==> src/rtl/cpu_pkg.sv <==
// Shared execute-stage definitions: ALU function codes, flag bit positions
// and branch type encodings.
package cpu_pkg;

  localparam int unsigned FUN_BITS  = 6;
  localparam int unsigned FLAG_BITS = 4;

  localparam logic [FUN_BITS-1:0] FUN_ADD  = 6'd2;
  localparam logic [FUN_BITS-1:0] FUN_SUB  = 6'd3;
  localparam logic [FUN_BITS-1:0] FUN_OR   = 6'd5;
  localparam logic [FUN_BITS-1:0] FUN_RLC  = 6'd6;
  localparam logic [FUN_BITS-1:0] FUN_RRC  = 6'd7;
  localparam logic [FUN_BITS-1:0] FUN_SETC = 6'd8;
  localparam logic [FUN_BITS-1:0] FUN_CLRC = 6'd9;
  localparam logic [FUN_BITS-1:0] FUN_NOT  = 6'd14;
  localparam logic [FUN_BITS-1:0] FUN_NEG  = 6'd15;
  localparam logic [FUN_BITS-1:0] FUN_INC  = 6'd16;
  localparam logic [FUN_BITS-1:0] FUN_DEC  = 6'd17;
  localparam logic [FUN_BITS-1:0] FUN_LOOP = 6'd22;

  localparam int unsigned FLG_V = 3;
  localparam int unsigned FLG_C = 2;
  localparam int unsigned FLG_N = 1;
  localparam int unsigned FLG_Z = 0;

  typedef enum logic [2:0] {
    BR_JMP  = 3'd0,
    BR_JZ   = 3'd1,
    BR_JN   = 3'd2,
    BR_JC   = 3'd3,
    BR_JV   = 3'd4,
    BR_LOOP = 3'd5,
    BR_RSV6 = 3'd6,
    BR_RSV7 = 3'd7
  } br_type_e;

endpackage

==> src/rtl/ccr_branch_unit_branch_resolver.sv <==
// Branch condition evaluation against the forwarded (effective) flags.
// clear_mask marks the flag a taken conditional branch consumes.
module branch_resolver
  import cpu_pkg::*;
(
  input  logic [FLAG_BITS-1:0] eff,
  input  logic                 br_valid,
  input  logic [2:0]           br_type,
  output logic                 br_taken,
  output logic [FLAG_BITS-1:0] clear_mask
);

  // Decode branch type and test the selected flag
  always_comb begin
    br_taken   = 1'b0;
    clear_mask = '0;
    if (br_valid) begin
      case (br_type_e'(br_type))
        BR_JMP:  br_taken = 1'b1;
        BR_JZ: begin
          br_taken          = eff[FLG_Z];
          clear_mask[FLG_Z] = eff[FLG_Z];
        end
        BR_JN: begin
          br_taken          = eff[FLG_N];
          clear_mask[FLG_N] = eff[FLG_N];
        end
        BR_JC: begin
          br_taken          = eff[FLG_C];
          clear_mask[FLG_C] = eff[FLG_C];
        end
        BR_JV: begin
          br_taken          = eff[FLG_V];
          clear_mask[FLG_V] = eff[FLG_V];
        end
        BR_LOOP: br_taken = ~eff[FLG_Z];
        default: br_taken = 1'b0;
      endcase
    end
  end

endmodule

==> src/rtl/ccr_branch_unit.sv <==
// Condition-code register, ALU carry-in source, branch resolution on
// forwarded flags, and a one-entry interrupt shadow of the CCR.
module ccr_branch_unit
  import cpu_pkg::*;
#(
  parameter int FUN_W  = 6,
  parameter int FLAG_W = 4
) (
  input  logic              clk,
  input  logic              reset,
  input  logic              stall,
  input  logic              ex_valid,
  input  logic [FUN_W-1:0]  ex_alu_fun,
  input  logic [FLAG_W-1:0] ex_flags,
  input  logic              br_valid,
  input  logic [2:0]        br_type,
  input  logic              int_save,
  input  logic              rti_restore,
  output logic [FLAG_W-1:0] ccr,
  output logic              alu_carry_in,
  output logic              br_taken,
  output logic              flush,
  output logic              shadow_valid
);

  logic [FLAG_W-1:0] mask;
  logic [FLAG_W-1:0] eff;
  logic [FLAG_W-1:0] clear_mask;
  logic [FLAG_W-1:0] shadow;
  logic              taken_raw;
  logic              restore;

  // Which flags the execute-stage ALU operation owns
  always_comb begin
    mask = '0;
    if (ex_valid) begin
      case (ex_alu_fun)
        FUN_ADD, FUN_SUB: mask = '1;
        FUN_OR, FUN_NOT, FUN_NEG, FUN_INC, FUN_DEC, FUN_LOOP: begin
          mask[FLG_N] = 1'b1;
          mask[FLG_Z] = 1'b1;
        end
        FUN_RLC, FUN_RRC, FUN_SETC, FUN_CLRC: mask[FLG_C] = 1'b1;
        default: mask = '0;
      endcase
    end
  end

  assign eff = (ex_flags & mask) | (ccr & ~mask);

  branch_resolver u_resolver (
    .eff        (eff),
    .br_valid   (br_valid),
    .br_type    (br_type),
    .br_taken   (taken_raw),
    .clear_mask (clear_mask)
  );

  assign br_taken     = taken_raw & ~reset;
  assign flush        = br_taken;
  assign alu_carry_in = ccr[FLG_C];
  assign restore      = rti_restore & shadow_valid;

  // CCR and shadow update: restore beats normal update; save sees the restored value
  always_ff @(posedge clk) begin
    if (reset) begin
      ccr          <= '0;
      shadow       <= '0;
      shadow_valid <= 1'b0;
    end else if (!stall) begin
      if (restore) begin
        ccr          <= shadow;
        shadow_valid <= 1'b0;
      end else begin
        ccr <= eff & ~clear_mask;
      end
      if (int_save) begin
        shadow       <= restore ? shadow : eff;
        shadow_valid <= 1'b1;
      end
    end
  end

endmodule

==> config.mk <==
export PLATFORM = sky130hd
export DESIGN_NAME = ccr_branch_unit
export DESIGN_NICKNAME = d
export VERILOG_FILES = /design/src/rtl/cpu_pkg.sv /design/src/rtl/ccr_branch_unit_branch_resolver.sv /design/src/rtl/ccr_branch_unit.sv
export SDC_FILE = /design/constraint.sdc
export NUM_CORES = 1
export LEC_CHECK = 0
export ABC_AREA = 1
export CORE_MARGIN = 5
export CORE_UTILIZATION = 36
export DETAILED_ROUTE_END_ITERATION = 7
export PLACE_DENSITY = 0.81
export SLEW_MARGIN = 0
export SYNTH_ARGS = -nofsm -noshare
export SYNTH_HDL_FRONTEND = slang
export SYNTH_SLANG_ARGS = --single-unit
==> constraint.sdc <==
create_clock -name clk -period 2.2 [get_ports clk]
set_input_delay 0.66 -clock clk [delete_from_list [all_inputs] [get_ports clk]]
set_output_delay 0.66 -clock clk [all_outputs]
set_load 0.01 [all_outputs]
**Run 1: cell sizes after repair**

Bar = 20 um.
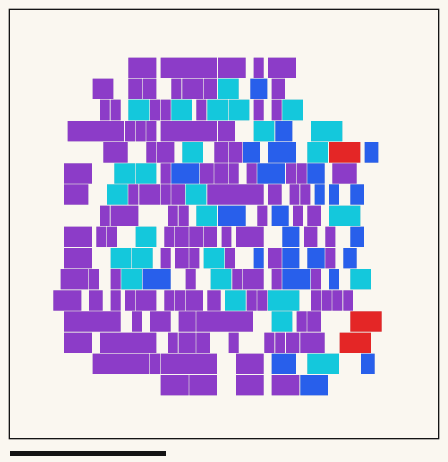
| colour | size | cells | share |
|---|---|---|---|
| cyan | drive 3 to 4 | 27 | 15% |
| red | drive 6 and up | 3 | 1.7% |
| purple | drive 1 or less | 121 | 69% |
| blue | drive 2 | 25 | 14% |

**Run 1: clock routing**

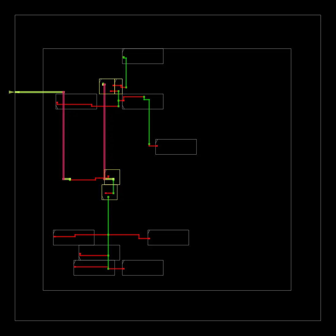
worst setup skew after layout: 0.3046 ps
later-pin clock latency in the skew report: 260 ps

**Run 1: zoomed window**

Region (25, 0) to (55, 30) um. Cells in grey, sequential cells in the stronger grey; small squares are vias.
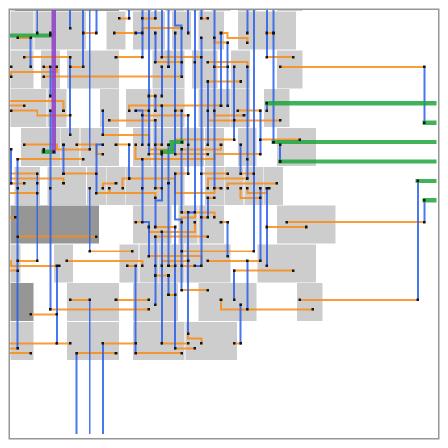
| colour | layer |
|---|---|
| green | met3 |
| blue | met2 |
| orange | met1 |
| purple | met4 |
most frequent: nor2_1 (8), nand2_1 (6), buf_4 (6)
netlist names of flops here include: `ccr` (1)
cells with their middle in the window: 57
sequential cells in the window: 1

==> tab_implementation.tex, run 1 <==
% Synthesis and place-and-route results
\begin{tabular}{lr}
\hline
Metric & Value \\
\hline
\multicolumn{2}{l}{\textbf{Status}} \\
\quad Outcome & complete, but fails checks \\
\quad Violations in the final reports & negative setup slack \\
\multicolumn{2}{l}{\textbf{Global routing}} \\
\quad Tot GR Track Use & 16.24\% \\
\quad Routing usage on met2 & 29.33\% \\
\quad Total gr overflow & 0 \\
\quad Antenna violations before repair & 0 \\
\quad Maximum number of pins on one net before global-route repair & 10 \\
\quad Met1 demand-to-capacity share in global routing & 18.81\% \\
\quad Global route hottest layer & met2 \\
\quad Via count of the first global-routing pass & 878 \\
\multicolumn{2}{l}{\textbf{Drt}} \\
\quad Routed via count divided by cell count & 4.916 \\
\quad Remaining antenna violation count after routing & 0 \\
\quad Routed wl met2 & 1180 um \\
\quad Highest metal layer with signal wires & met4 \\
\quad Iteration-0 DRC count of the detailed router & 24 \\
\quad Wire length on met3 & 130 um \\
\quad Routed WL per cell & 11.66 um \\
\quad Post-route DRC violation count & 0 \\
\quad Via Count & 998 \\
\quad Total iterations of the first detailed-routing run & 4 \\
\multicolumn{2}{l}{\textbf{Synthesis}} \\
\quad Most instantiated cells after synthesis & 29 x nand2\_1, 23 x inv\_1, 16 x nand3\_1, 16 x nor2\_1, 9 x dfxtp\_1 \\
\quad Cells after Synth & 127 \\
\quad Area reported by Yosys stat & 729.4 sq um \\
\quad Area fraction in and, or, nand and nor cells after synthesis & 43.57\% \\
\quad Main area contributors & dfxtp\_1 25\%, nand2\_1 15\%, inv\_1 12\% \\
\quad Synth top area share & 24.70\% \\
\quad Avg Cell Area, Syn & 5.744 sq um \\
\quad Synth area leader & dfxtp\_1 \\
\quad Top\_reg\_cell synth & dfxtp\_1 \\
\quad Seq/Total Area, Yosys & 24.70\% \\
\quad Parity-gate share of the synthesized area counting xor and xnor cells & 1.201\% \\
\quad Warnings from Yosys & 0 \\
\quad Dominant combinational family & simple AND/OR/NAND/NOR gates \\
\quad Nets at Floorplan & 147 \\
\multicolumn{2}{l}{\textbf{STA}} \\
\quad Fin crit share & 118.3\% \\
\quad Number of hold violations in the final report & 0 \\
\quad Final critical-path required period & 2603 ps \\
\quad Setup WS post-layout & -403.3 ps \\
\quad RSZ-0062 raised after global routing & yes \\
\quad Post-Route Setup TNS & -805.6 ps \\
\quad Worst slew margin & 82.99\% \\
\quad \# setup viols final & 2 \\
\quad Maximum operating frequency & 384.1 MHz \\
\multicolumn{2}{l}{\textbf{Worst setup path}} \\
\quad Worst-case reg-to-reg path depth & 6 \\
\quad Launch instance of the worst register-to-register path & shadow\_valid\$\_SDFFE\_PP0P\_ \\
\quad CP dominant cell by count & nand2\_1 \\
\quad Critical path's largest stage delay & 170 ps \\
\quad Kind of start point of the critical path & input port \\
\quad Critical path arrival & 1940 ps \\
\quad Sum of buffers and inverters on the critical path & 2 \\
\quad Minimum setup slack among reg-to-reg paths & 980 ps \\
\quad Worst R2R End & shadow[2]\$\_SDFFE\_PP0P\_ \\
\quad Chain of cells forming the critical path & buf\_2 -> nor2\_1 -> nand3\_1 -> nand2\_1 -> nor2\_2 -> nand2\_2 -> nand2\_2 -> nand2\_1 -> nand3\_1 -> nand2\_1 -> nor2\_1 -> nor2\_2 -> buf\_2 \\
\quad Kind of end point of the critical path & output pin \\
\quad Data required time of the worst path & 1540 ps \\
\multicolumn{2}{l}{\textbf{Floorplanning}} \\
\quad FP Core Util & 37.56\% \\
\quad Placement row count & 16 \\
\quad Core ar. & 0.001942 sq mm \\
\quad Die height & 55.02 um \\
\quad Die extent in x & 55.02 um \\
\multicolumn{2}{l}{\textbf{Cells and area}} \\
\quad Area growth syn-to-layout & 69.64\% \\
\quad Multi-input logic portion of the cell area & 41.35\% \\
\quad Layout Utilization & 63.72\% \\
\quad Non-clock buffer total of the final layout & 47 \\
\quad Most frequently placed logic cell in the final layout & nand2\_1 \\
\quad Number of flip-flops and latches & 9 \\
\quad Number of inverters outside the clock class in the layout & 24 \\
\quad Logic area & 511.7 sq um \\
\quad Clock network area share & 2.123\% \\
\multicolumn{2}{l}{\textbf{Worst hold path}} \\
\quad Min-Delay Path Class & reg -> reg \\
\quad Hold wc startpoint & shadow[2]\$\_SDFFE\_PP0P\_ \\
\quad Endpoint with the worst hold slack & ccr[2]\$\_SDFFE\_PP0N\_ \\
\multicolumn{2}{l}{\textbf{Job}} \\
\quad Number of logged tool warnings & 29 \\
\multicolumn{2}{l}{\textbf{CTS}} \\
\quad Count of cells resized by post-cts repair & 47 \\
\quad Deepest level of the CTS H-tree & 1 \\
\quad TritonCTS sink count & 9 \\
\quad Clock tree buffer depth & 2 \\
\quad CTS Root Buffer Type & clkbuf\_4 \\
\quad CTS tree & yes \\
\multicolumn{2}{l}{\textbf{Placed design}} \\
\quad PortBufs & 27 \\
\hline
\end{tabular}
-- run 1: power breakdown --
group	internal (mW)	switching (mW)
logic	0.0945	0.0871
clock network	0.0700	0.0593
registers	0.174	0.00789
-- run 1: stage by stage --
| stage | instances | setup slack [ps] | area [sq um] | hold slack (ps) |
|---|---|---|---|---|
| after global placement | 197 | -1124 | 1176 | 466.6 |
| after floorplan | 127 | -115.5 | 752.0 | 458.8 |
| after CTS | 202 | -356.5 | 1209 | 484.2 |
| after global routing | 203 | -552.0 | 1237 | 500.9 |
| after detailed placement | 197 | -1211 | 1176 | 473.1 |
| final | 203 | -403.3 | 1237 | 481.6 |
-- run 1: state kept, by name (all words and copies together), names as in the netlist --
name	cells
ccr	4
shadow	4
shadow_valid	1
## Run 2: what changed since run 1
- CELL_PAD_IN_SITES_DETAIL_PLACEMENT: unset -> 1
- CELL_PAD_IN_SITES_GLOBAL_PLACEMENT: unset -> 1
- CORE_UTILIZATION: 36 -> 25
- PLACE_DENSITY: 0.81 -> 0.85
==> run 2 against run 1 <==
The run still ends with negative setup slack left. Non-clock buffer count rose by 3. Highest routed layer unchanged. Final area grew 5.7%. Setup slack got worse by 27 ps. Clock power rose by 4%. First-iteration DRC count up 25%.
==> tab_implementation.tex, run 2 <==
% Synthesis and place-and-route results
\begin{tabular}{lr}
\hline
Metric & Value \\
\hline
\multicolumn{2}{l}{\textbf{CTS}} \\
\quad TritonCTS sink count & 9 (unchanged) \\
\quad Count of cells resized by post-cts repair & 57 (+21\%) \\
\quad CTS Root Buffer Type & clkbuf\_4 \\
\quad Clock tree buffer depth & 2 (unchanged) \\
\quad Post-cts hold-fix buffer tally & 0 \\
\quad Clock-pin slew of the registers on the worst-case setup and hold paths & 60 ps \\
\quad Later-pin clock latency in the skew report & 270 ps (about the same) \\
\quad Post-CTS setup buffer count & 1 \\
\quad CTS tree & yes \\
\quad Deepest level of the CTS H-tree & 1 (unchanged) \\
\multicolumn{2}{l}{\textbf{Power and ir drop}} \\
\quad Power consumed by sequential cells & 0.183 mW (about the same) \\
\quad Pwr Total & 0.5112 mW \\
\quad Sequential share of power & 35.7\% (-1.2 points) \\
\quad Sw Ratio & 33.00\% (+1.7 points) \\
\quad Largest power group & combinational logic \\
\quad Comb pwr & 0.194 mW (+7\%) \\
\quad Ratio of total power to cell area & 391.0 mW/mm\^{}2 \\
\quad Peak supply drop & 276.4 uV \\
\quad Internal power component & 0.3425 mW (+1.1\%) \\
\quad Net load switching power & 0.1687 mW (+9.4\%) \\
\quad Clock Power Share & 26.2\% (about the same) \\
\quad Leakage power of the design & 0.6324 nW \\
\quad Logic pwr share & 38.0\% (+1.2 points) \\
\multicolumn{2}{l}{\textbf{Synthesis}} \\
\quad Synth top area share & 24.70\% (unchanged) \\
\quad FFs w/ async S/R, synth & 0\% \\
\quad Ys cells & 127 \\
\quad Dominant combinational family & simple AND/OR/NAND/NOR gates \\
\quad Most instantiated cells after synthesis & 29 x nand2\_1, 23 x inv\_1, 16 x nand3\_1, 16 x nor2\_1, 9 x dfxtp\_1 \\
\quad Seq/Total Area, Yosys & 24.70\% (unchanged) \\
\quad Post-Syn Area & 729.5 sq um \\
\quad Top\_reg\_cell synth & dfxtp\_1 \\
\quad Main area contributors & dfxtp\_1 25\%, nand2\_1 15\%, inv\_1 12\% \\
\quad Area reported by Yosys stat & 729.4 sq um (unchanged) \\
\quad Parity-gate share of the synthesized area counting xor and xnor cells & 1.201\% (unchanged) \\
\quad Avg Cell Area, Syn & 5.744 sq um (unchanged) \\
\quad Area fraction in and, or, nand and nor cells after synthesis & 43.57\% (unchanged) \\
\quad Post-synthesis register bit count & 9 \\
\quad Most instantiated library cell after synthesis & nand2\_1 \\
\quad Warnings from Yosys & 0 (unchanged) \\
\quad Area fraction in mux cells & 0\% \\
\quad Synthesized-area fraction occupied by ao, oa, aoi and oai cells & 16.12\% \\
\quad Cells after Synth & 127 (unchanged) \\
\quad Synth area leader & dfxtp\_1 \\
\quad Count of library flops with an enable pin & 0 \\
\quad Adder Share, Synth & 0\% \\
\quad Nets at Floorplan & 147 (unchanged) \\
\quad Number of distinct library cell variants in the gate-level netlist after synthesis & 20 \\
\multicolumn{2}{l}{\textbf{STA}} \\
\quad RSZ-0062 raised after global routing & yes \\
\quad Transition time at the pin with the least slew margin & 267.1 ps \\
\quad Setup WS post-layout & -430.2 ps (-26.90 ps) \\
\quad \# setup viols final & 2 (unchanged) \\
\quad Fin crit share & 119.6\% (+1.2 points) \\
\quad Final critical-path required period & 2630 ps (+26.90 ps) \\
\quad Worst slew margin & 82.12\% (-0.88 points) \\
\quad Post-Route Hold Slack & 486.9 ps (+5.328 ps) \\
\quad Maximum operating frequency & 380.2 MHz (-1.0\%) \\
\quad Number of hold violations in the final report & 0 (unchanged) \\
\quad Final max-slew violation count & 0 \\
\quad Post-Route Setup TNS & -860.2 ps (-54.60 ps) \\
\multicolumn{2}{l}{\textbf{Global routing}} \\
\quad Wire length of the first global-routing pass & 4567 um \\
\quad Maximum number of pins on one net before global-route repair & 10 (unchanged) \\
\quad Met1 demand-to-capacity share in global routing & 14.06\% (-4.7 points) \\
\quad Via count of the first global-routing pass & 1106 (+26\%) \\
\quad Antenna violations before repair & 0 (unchanged) \\
\quad Total gr overflow & 0 (unchanged) \\
\quad Tot GR Track Use & 13.79\% (-2.5 points) \\
\quad Global route hottest layer & met2 \\
\quad Routing usage on met2 & 26.01\% (-3.3 points) \\
\quad Routing usage on met3 & 2.627\% \\
\multicolumn{2}{l}{\textbf{Cells and area}} \\
\quad Post-route standard cell area excluding fillers & 0.001308 sq mm (+5.7\%) \\
\quad Diode count & 0 \\
\quad Area growth syn-to-layout & 79.24\% \\
\quad Count of non-filler cells in the finished layout & 210 (+3.4\%) \\
\quad Most frequently placed logic cell in the final layout & nand2\_1 \\
\quad Most frequent cells in the layout & 27 x nand2\_1, 22 x buf\_4, 20 x inv\_1, 16 x clkdlybuf4s50\_1 \\
\quad Post-layout nets & 200 \\
\quad Share of final-layout standard cells stronger than drive strength 1 & 35.20\% \\
\quad Regs by FF count & ccr x4, shadow x4, shadow\_valid x1 \\
\quad Layout Utilization & 47.01\% (-17 points) \\
\multicolumn{2}{l}{\textbf{Floorplanning}} \\
\quad Chip Area & 0.004098 sq mm \\
\quad Core ar. & 0.002781 sq mm (+43\%) \\
\quad Die height & 64.02 um (+16\%) \\
\quad Die extent in x & 64.02 um (+16\%) \\
\quad Placement row count & 19 (+3) \\
\quad FP Core Util & 26.23\% (-11 points) \\
\quad Number of I/O pins & 28 \\
\multicolumn{2}{l}{\textbf{Worst setup path}} \\
\quad Delay-heaviest family, CP & simple AND/OR/NAND/NOR gates \\
\quad Kind of start point of the critical path & input port \\
\quad Worst-case reg-to-reg path depth & 7 (+1) \\
\quad Maximum fanout along the worst path & 5 \\
\quad Critical Setup Path Class & in -> out \\
\quad Critical path arrival & 1970 ps (+30 ps) \\
\quad Launch instance of the worst register-to-register path & shadow\_valid\$\_SDFFE\_PP0P\_ \\
\quad Critical path's largest stage delay & 150 ps (-20 ps) \\
\quad Master of the slowest instance on the critical path & nor2\_1 \\
\quad Launching element of the worst setup path & ex\_alu\_fun[1] \\
\quad Data required time of the worst path & 1540 ps (about the same) \\
\quad Chain of cells forming the critical path & buf\_4 -> buf\_4 -> nand3\_2 -> nand2\_1 -> nor2\_1 -> nand2\_2 -> nand2\_4 -> nand2\_4 -> nand3\_2 -> nand2\_1 -> nor2\_1 -> nor2\_2 -> buf\_2 \\
\quad Logic depth of the worst setup path including buffers & 13 \\
\quad Kind of end point of the critical path & output pin \\
\quad Sum of buffers and inverters on the critical path & 3 (+1) \\
\multicolumn{2}{l}{\textbf{Drt}} \\
\quad Routed WL per cell & 13.76 um (+18\%) \\
\quad Post-route DRC violation count & 0 (unchanged) \\
\quad Wire length the detailed router placed on met1 & 1142 um \\
\quad Routed via count divided by cell count & 4.867 (-1.0\%) \\
\quad Total iterations of the first detailed-routing run & 4 (unchanged) \\
\quad Wire length on met3 & 123 um (-5.4\%) \\
\quad Routed wl met2 & 1549 um (+31\%) \\
\quad Highest metal layer with signal wires & met4 \\
\quad Via Count & 1022 (+2.4\%) \\
\quad Total routed wirelength & 2889 um \\
\quad Remaining antenna violation count after routing & 0 (unchanged) \\
\quad Iteration-0 DRC count of the detailed router & 30 (+25\%) \\
\multicolumn{2}{l}{\textbf{Job}} \\
\quad Number of logged tool warnings & 29 (unchanged) \\
\quad Number of max-capacitance violations reported & 0 \\
\multicolumn{2}{l}{\textbf{Worst hold path}} \\
\quad Min-Delay Path Class & reg -> reg \\
\quad Hold depth & 2 \\
\quad Hold wc startpoint & shadow[0]\$\_SDFFE\_PP0P\_ \\
\multicolumn{2}{l}{\textbf{Placed design}} \\
\quad Last weighted congestion value of the routability-driven placer & 0.8512 \\
\quad Setup WS pre-CTS & -1248 ps (-36.95 ps) \\
\quad Instance area at placement & 0.001211 sq mm (+3.0\%) \\
\quad Final HPWL DP & 2378 um \\
\quad PortBufs & 27 (unchanged) \\
\quad Placed insts & 205 (+4.1\%) \\
\multicolumn{2}{l}{\textbf{Status}} \\
\quad Outcome & complete, but fails checks \\
\quad Violations in the final reports & negative setup slack \\
\hline
\end{tabular}
## run 2: worst paths after layout
| path | to | slack [ps] |
|---|---|---|
| hold reg to reg | ccr[0]$_SDFFE_PP0N_ | 490 |
| hold / removal | ccr[0]$_SDFFE_PP0N_ | 490 |
| setup / recovery | br_taken | -430 |
| setup reg to reg | shadow[0]$_SDFFE_PP0P_ | 1030 |
## run 2: kinds of logic (layout without fill, tap and decap cells)
family          Yosys count  in the layout
xor+xnor                  1              1
buf+inv                  26             78
compound gates           19             19
simple gates             72             72
flops                     9              9
## run 2: final cells by class
cell class	count	area (sq um)
Fill cell	371	1474
Clock buffer	4	26.28
Multi-Input combinational cell	92	556.8
Sequential cell	9	180.2
Inverter	24	90.09
Timing Repair Buffer	50	415.4
Tap cell	31	38.79
**Run 2: zoomed window**

Region (33, 1) to (63, 31) um. Cells in grey, sequential cells in the stronger grey; small squares are vias.
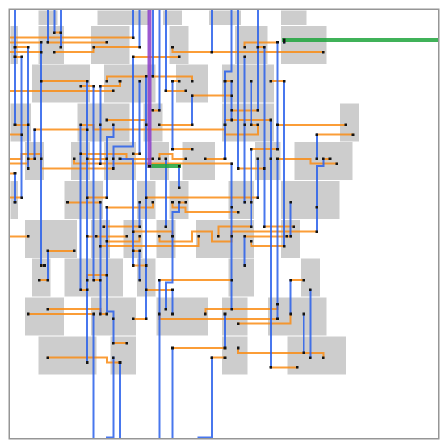
| colour | layer |
|---|---|
| green | met3 |
| purple | met4 |
| orange | met1 |
| blue | met2 |
cells with their middle in the window: 46
sequential cells in the window: 0
most frequent: nor2_4 (5), nand2_1 (5), nand3_2 (5)

**Run 2: clock routing**

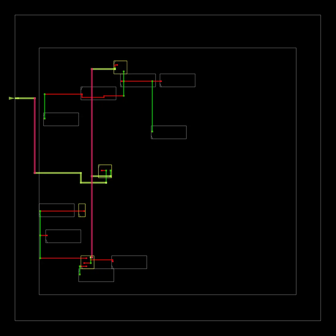
worst setup skew after layout: 2.893 ps
power in the clock group: 0.134 mW
total clock buffers created by CTS: 3

## Run 3: what changed since run 2
- CORE_MARGIN: 5 -> 3
- CTS_CLUSTER_DIAMETER: unset -> 80
==> run 3 against run 2 <==
Register-to-register slack got worse by 70 ps. Global-route usage rose by 3.7 points. Highest routed layer unchanged. The flow still finishes with violations (negative setup slack). Largest cell class unchanged. First-iteration DRC count fell by 23%.
==> tab_implementation.tex, run 3 <==
% Synthesis and place-and-route results
\begin{tabular}{lr}
\hline
Metric & Value \\
\hline
\multicolumn{2}{l}{\textbf{Global routing}} \\
\quad Wire length of the first global-routing pass & 4733 um (+3.6\%) \\
\quad Maximum number of pins on one net before global-route repair & 10 (unchanged) \\
\quad Total gr overflow & 0 (unchanged) \\
\quad Tot GR Track Use & 17.51\% (+3.7 points) \\
\quad Antenna violations before repair & 0 (unchanged) \\
\quad Via count of the first global-routing pass & 1126 (+1.8\%) \\
\multicolumn{2}{l}{\textbf{Synthesis}} \\
\quad Most instantiated library cell after synthesis & nand2\_1 \\
\quad Dominant combinational family & simple AND/OR/NAND/NOR gates \\
\quad Synth top area share & 24.70\% (unchanged) \\
\quad Parity-gate share of the synthesized area counting xor and xnor cells & 1.201\% (unchanged) \\
\quad Ys cells & 127 (unchanged) \\
\quad Warnings from Yosys & 0 (unchanged) \\
\quad Post-Syn Area & 729.5 sq um (unchanged) \\
\quad Nets at Floorplan & 147 (unchanged) \\
\quad FFs w/ async S/R, synth & 0\% (unchanged) \\
\quad Area reported by Yosys stat & 729.4 sq um (unchanged) \\
\quad Adder Share, Synth & 0\% (unchanged) \\
\quad Area fraction in mux cells & 0\% (unchanged) \\
\quad Main area contributors & dfxtp\_1 25\%, nand2\_1 15\%, inv\_1 12\% \\
\quad Top\_reg\_cell synth & dfxtp\_1 \\
\quad Synthesized-area fraction occupied by ao, oa, aoi and oai cells & 16.12\% (unchanged) \\
\quad Avg Cell Area, Syn & 5.744 sq um (unchanged) \\
\quad Seq/Total Area, Yosys & 24.70\% (unchanged) \\
\quad Post-synthesis register bit count & 9 (unchanged) \\
\quad Number of distinct library cell variants in the gate-level netlist after synthesis & 20 (unchanged) \\
\quad Synth area leader & dfxtp\_1 \\
\quad Cells after Synth & 127 (unchanged) \\
\quad Count of library flops with an enable pin & 0 (unchanged) \\
\quad Most instantiated cells after synthesis & 29 x nand2\_1, 23 x inv\_1, 16 x nand3\_1, 16 x nor2\_1, 9 x dfxtp\_1 \\
\quad Area fraction in and, or, nand and nor cells after synthesis & 43.57\% (unchanged) \\
\multicolumn{2}{l}{\textbf{Worst setup path}} \\
\quad Master of the slowest instance on the critical path & nor2\_1 \\
\quad End of the critical path & flush \\
\quad Critical Setup Path Class & in -> out \\
\quad Critical path arrival & 2050 ps (+80 ps) \\
\quad Worst-case reg-to-reg path depth & 6 (-1) \\
\quad Launch instance of the worst register-to-register path & shadow\_valid\$\_SDFFE\_PP0P\_ \\
\quad Critical path's largest stage delay & 170 ps (+20 ps) \\
\quad Kind of start point of the critical path & input port \\
\quad Maximum fanout along the worst path & 4 (-1) \\
\quad Worst R2R End & shadow[1]\$\_SDFFE\_PP0P\_ \\
\quad Minimum setup slack among reg-to-reg paths & 960 ps (-70 ps) \\
\quad Chain of cells forming the critical path & buf\_2 -> inv\_2 -> nor2\_2 -> nand3\_1 -> nand2\_1 -> nor2\_1 -> nand2\_2 -> nand2\_4 -> nand2\_4 -> nand3\_2 -> nand2\_1 -> nor2\_1 -> nor2\_2 -> buf\_2 \\
\quad Kind of end point of the critical path & output pin \\
\quad Data required time of the worst path & 1540 ps (about the same) \\
\quad Launching element of the worst setup path & ex\_alu\_fun[0] \\
\multicolumn{2}{l}{\textbf{Drt}} \\
\quad Highest metal layer with signal wires & met4 \\
\quad Routed via count divided by cell count & 4.976 (+2.3\%) \\
\quad Iteration-0 DRC count of the detailed router & 23 (-23\%) \\
\quad Remaining antenna violation count after routing & 0 (unchanged) \\
\quad Total iterations of the first detailed-routing run & 4 (unchanged) \\
\quad Wire length on met3 & 146 um (+19\%) \\
\quad Routed wl met2 & 1703 um (+9.9\%) \\
\quad Post-route DRC violation count & 0 (unchanged) \\
\quad Routed WL per cell & 15.07 um (+9.5\%) \\
\quad Total routed wirelength & 3194 um (+11\%) \\
\quad Via Count & 1055 (+3.2\%) \\
\quad Wire length the detailed router placed on met1 & 1205 um (+5.5\%) \\
\multicolumn{2}{l}{\textbf{Cells and area}} \\
\quad Logic area & 591.8 sq um (+6.3\%) \\
\quad Post-layout nets & 203 (+1.5\%) \\
\quad Number of inverters outside the clock class in the layout & 24 (unchanged) \\
\quad Final-layout non-clock buffer area share & 32.54\% (+0.77 points) \\
\quad Combined flip-flop and latch cell area & 180.2 sq um (unchanged) \\
\quad Number of flip-flops and latches & 9 (unchanged) \\
\quad Share of final-layout standard cells stronger than drive strength 1 & 40.66\% (+5.5 points) \\
\quad Layout multi-input combinational cell count & 92 (unchanged) \\
\quad Regs by FF count & ccr x4, shadow x4, shadow\_valid x1 \\
\quad Diode count & 0 (unchanged) \\
\quad Most frequently placed logic cell in the final layout & buf\_4 \\
\quad Layout Utilization & 52.54\% (+5.5 points) \\
\quad Number of clock-tree buffers in the layout & 4 (unchanged) \\
\quad Largest area class, layout & logic gates \\
\quad Multi-input logic portion of the cell area & 43.12\% (+0.53 points) \\
\quad Clock network area share & 1.914\% (-0.095 points) \\
\quad Count of non-filler cells in the finished layout & 212 (+0.95\%) \\
\quad Non-clock buffer total of the final layout & 53 (+6.0\%) \\
\quad Most frequent cells in the layout & 26 x buf\_4, 24 x nand2\_1, 19 x inv\_1, 16 x clkdlybuf4s50\_1, 9 x dfxtp\_1 \\
\quad Seq area share & 13.13\% (-0.65 points) \\
\quad Filler cells & 348 (-6.2\%) \\
\multicolumn{2}{l}{\textbf{Worst hold path}} \\
\quad Hold wc startpoint & shadow\_valid\$\_SDFFE\_PP0P\_ \\
\quad Min-Delay Path Class & reg -> reg \\
\quad Endpoint with the worst hold slack & shadow\_valid\$\_SDFFE\_PP0P\_ \\
\quad Hold depth & 2 (unchanged) \\
\multicolumn{2}{l}{\textbf{STA}} \\
\quad RSZ-0062 raised after global routing & yes \\
\quad Final max-slew violation count & 0 (unchanged) \\
\quad Final critical-path required period & 2706 ps (+75.33 ps) \\
\quad Worst slew margin & 79.94\% (-2.2 points) \\
\quad Number of hold violations in the final report & 0 (unchanged) \\
\quad Post-Route Setup TNS & -1009 ps (-149.2 ps) \\
\quad Transition time at the pin with the least slew margin & 298.6 ps (+31.47 ps) \\
\quad \# setup viols final & 2 (unchanged) \\
\quad Setup WS post-layout & -505.5 ps (-75.33 ps) \\
\quad Post-Route Hold Slack & 475.0 ps (-11.90 ps) \\
\quad Worst setup skew after layout & 2.473 ps (-0.4202 ps) \\
\quad Maximum operating frequency & 369.6 MHz (-2.8\%) \\
\quad Fin crit share & 123.0\% (+3.4 points) \\
\multicolumn{2}{l}{\textbf{Power and ir drop}} \\
\quad Pwr Total & 0.5277 mW (+3.2\%) \\
\quad Power consumed by sequential cells & 0.182 mW (about the same) \\
\quad Largest power group & combinational logic \\
\quad Power in the clock group & 0.130 mW (-3\%) \\
\quad Comb pwr & 0.216 mW (+11\%) \\
\quad Peak supply drop & 305.3 uV (+10\%) \\
\quad Leakage power of the design & 0.6546 nW (+3.5\%) \\
\quad Net load switching power & 0.1746 mW (+3.5\%) \\
\quad Sw Ratio & 33.09\% (+0.093 points) \\
\quad Sequential share of power & 34.5\% (-1.2 points) \\
\quad Clock Power Share & 24.7\% (-1.5 points) \\
\quad Ratio of total power to cell area & 384.5 mW/mm\^{}2 (-1.7\%) \\
\quad Logic pwr share & 40.8\% (+2.8 points) \\
\quad Internal power component & 0.3531 mW (+3.1\%) \\
\multicolumn{2}{l}{\textbf{CTS}} \\
\quad Total clock buffers created by CTS & 3 (unchanged) \\
\quad Clock-pin slew of the registers on the worst-case setup and hold paths & 60 ps (about the same) \\
\quad Post-cts hold-fix buffer tally & 0 (unchanged) \\
\quad Clock tree buffer depth & 2 (unchanged) \\
\quad CTS tree & yes \\
\quad Later-pin clock latency in the skew report & 260 ps (about the same) \\
\quad Deepest level of the CTS H-tree & 1 (unchanged) \\
\quad CTS Root Buffer Type & clkbuf\_4 \\
\quad TritonCTS sink count & 9 (unchanged) \\
\multicolumn{2}{l}{\textbf{Placed design}} \\
\quad Instance area at placement & 0.001210 sq mm (-0.10\%) \\
\quad Last weighted congestion value of the routability-driven placer & 0.9810 (+15\%) \\
\quad Setup WS pre-CTS & -1239 ps (+8.880 ps) \\
\quad Final HPWL DP & 2252 um (-5.3\%) \\
\quad Placed insts & 204 (-0.49\%) \\
\quad PortBufs & 27 (unchanged) \\
\multicolumn{2}{l}{\textbf{Floorplanning}} \\
\quad Number of tap instances & 30 (-3.2\%) \\
\quad FP Core Util & 27.92\% (+1.7 points) \\
\quad Die height & 60.02 um (-6.2\%) \\
\quad Number of I/O pins & 28 (unchanged) \\
\quad Placement row count & 18 (-1) \\
\quad Die extent in x & 60.02 um (-6.2\%) \\
\quad Core ar. & 0.002613 sq mm (-6.1\%) \\
\quad Chip Area & 0.003602 sq mm (-12\%) \\
\multicolumn{2}{l}{\textbf{Job}} \\
\quad Number of max-capacitance violations reported & 0 (unchanged) \\
\quad Number of logged tool warnings & 29 (unchanged) \\
\multicolumn{2}{l}{\textbf{Status}} \\
\quad Outcome & complete, but fails checks \\
\quad Violations in the final reports & negative setup slack \\
\hline
\end{tabular}
run 3: what timing repair did:
item / CTS / global route
gates resized: 50 / 25
endpoints found under the hold margin: 0 / 0
endpoints found under the setup margin: 2 / 2
setup buffers: 1 / 3
pin swaps: 18 / 21
run 3: kinds of logic (layout without fill, tap and decap cells):
kind of cell,after synthesis,after routing
AOI/OAI and AO/OA,19,19
xor gates and xnor gates,1,1
buffers and inverters,26,81
DFF,9,9
and+or+nand+nor,72,72
run 3: critical path, delay by kind of cell:
family                 cells  cell delay (ps)
and+or+nand+nor           11             1040
buffers and inverters      3              350
run 3: layer usage:
| metal | track usage, % | up-vias |
|---|---|---|
| met5 | 0 | - |
| met4 | 11.08 | 0 |
| met2 | 31.48 | 33 |
| met1 | 19.20 | 487 |
| li1 | - | 519 |
| met3 | 1.944 | 16 |
**Run 3: cell sizes after repair**

Bar = 20 um.
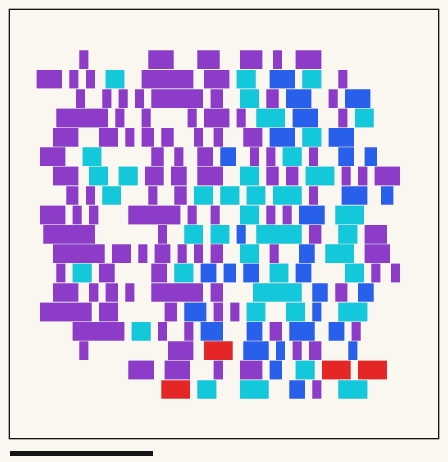
| colour | size | cells | share |
|---|---|---|---|
| red | drive 6 and up | 4 | 2.2% |
| cyan | drive 3 to 4 | 39 | 21% |
| blue | drive 2 | 31 | 17% |
| purple | drive 1 or less | 108 | 59% |
Setup WS post-layout: -505.5 ps
post-route standard cell area excluding fillers: 0.001373 sq mm
Area growth syn-to-layout: 88.17%

**Run 3: routed clock nets over the placement**

Bar = 20 um.
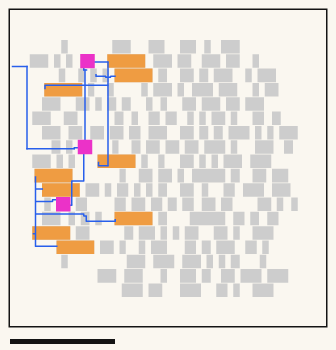
[orange] flip-flops | count: 9
[magenta] cells driving clock nets | count: 3
[blue] clock wires | length: 145 um
routed clock nets: 4

Power is estimated from default activity; no workload was simulated.
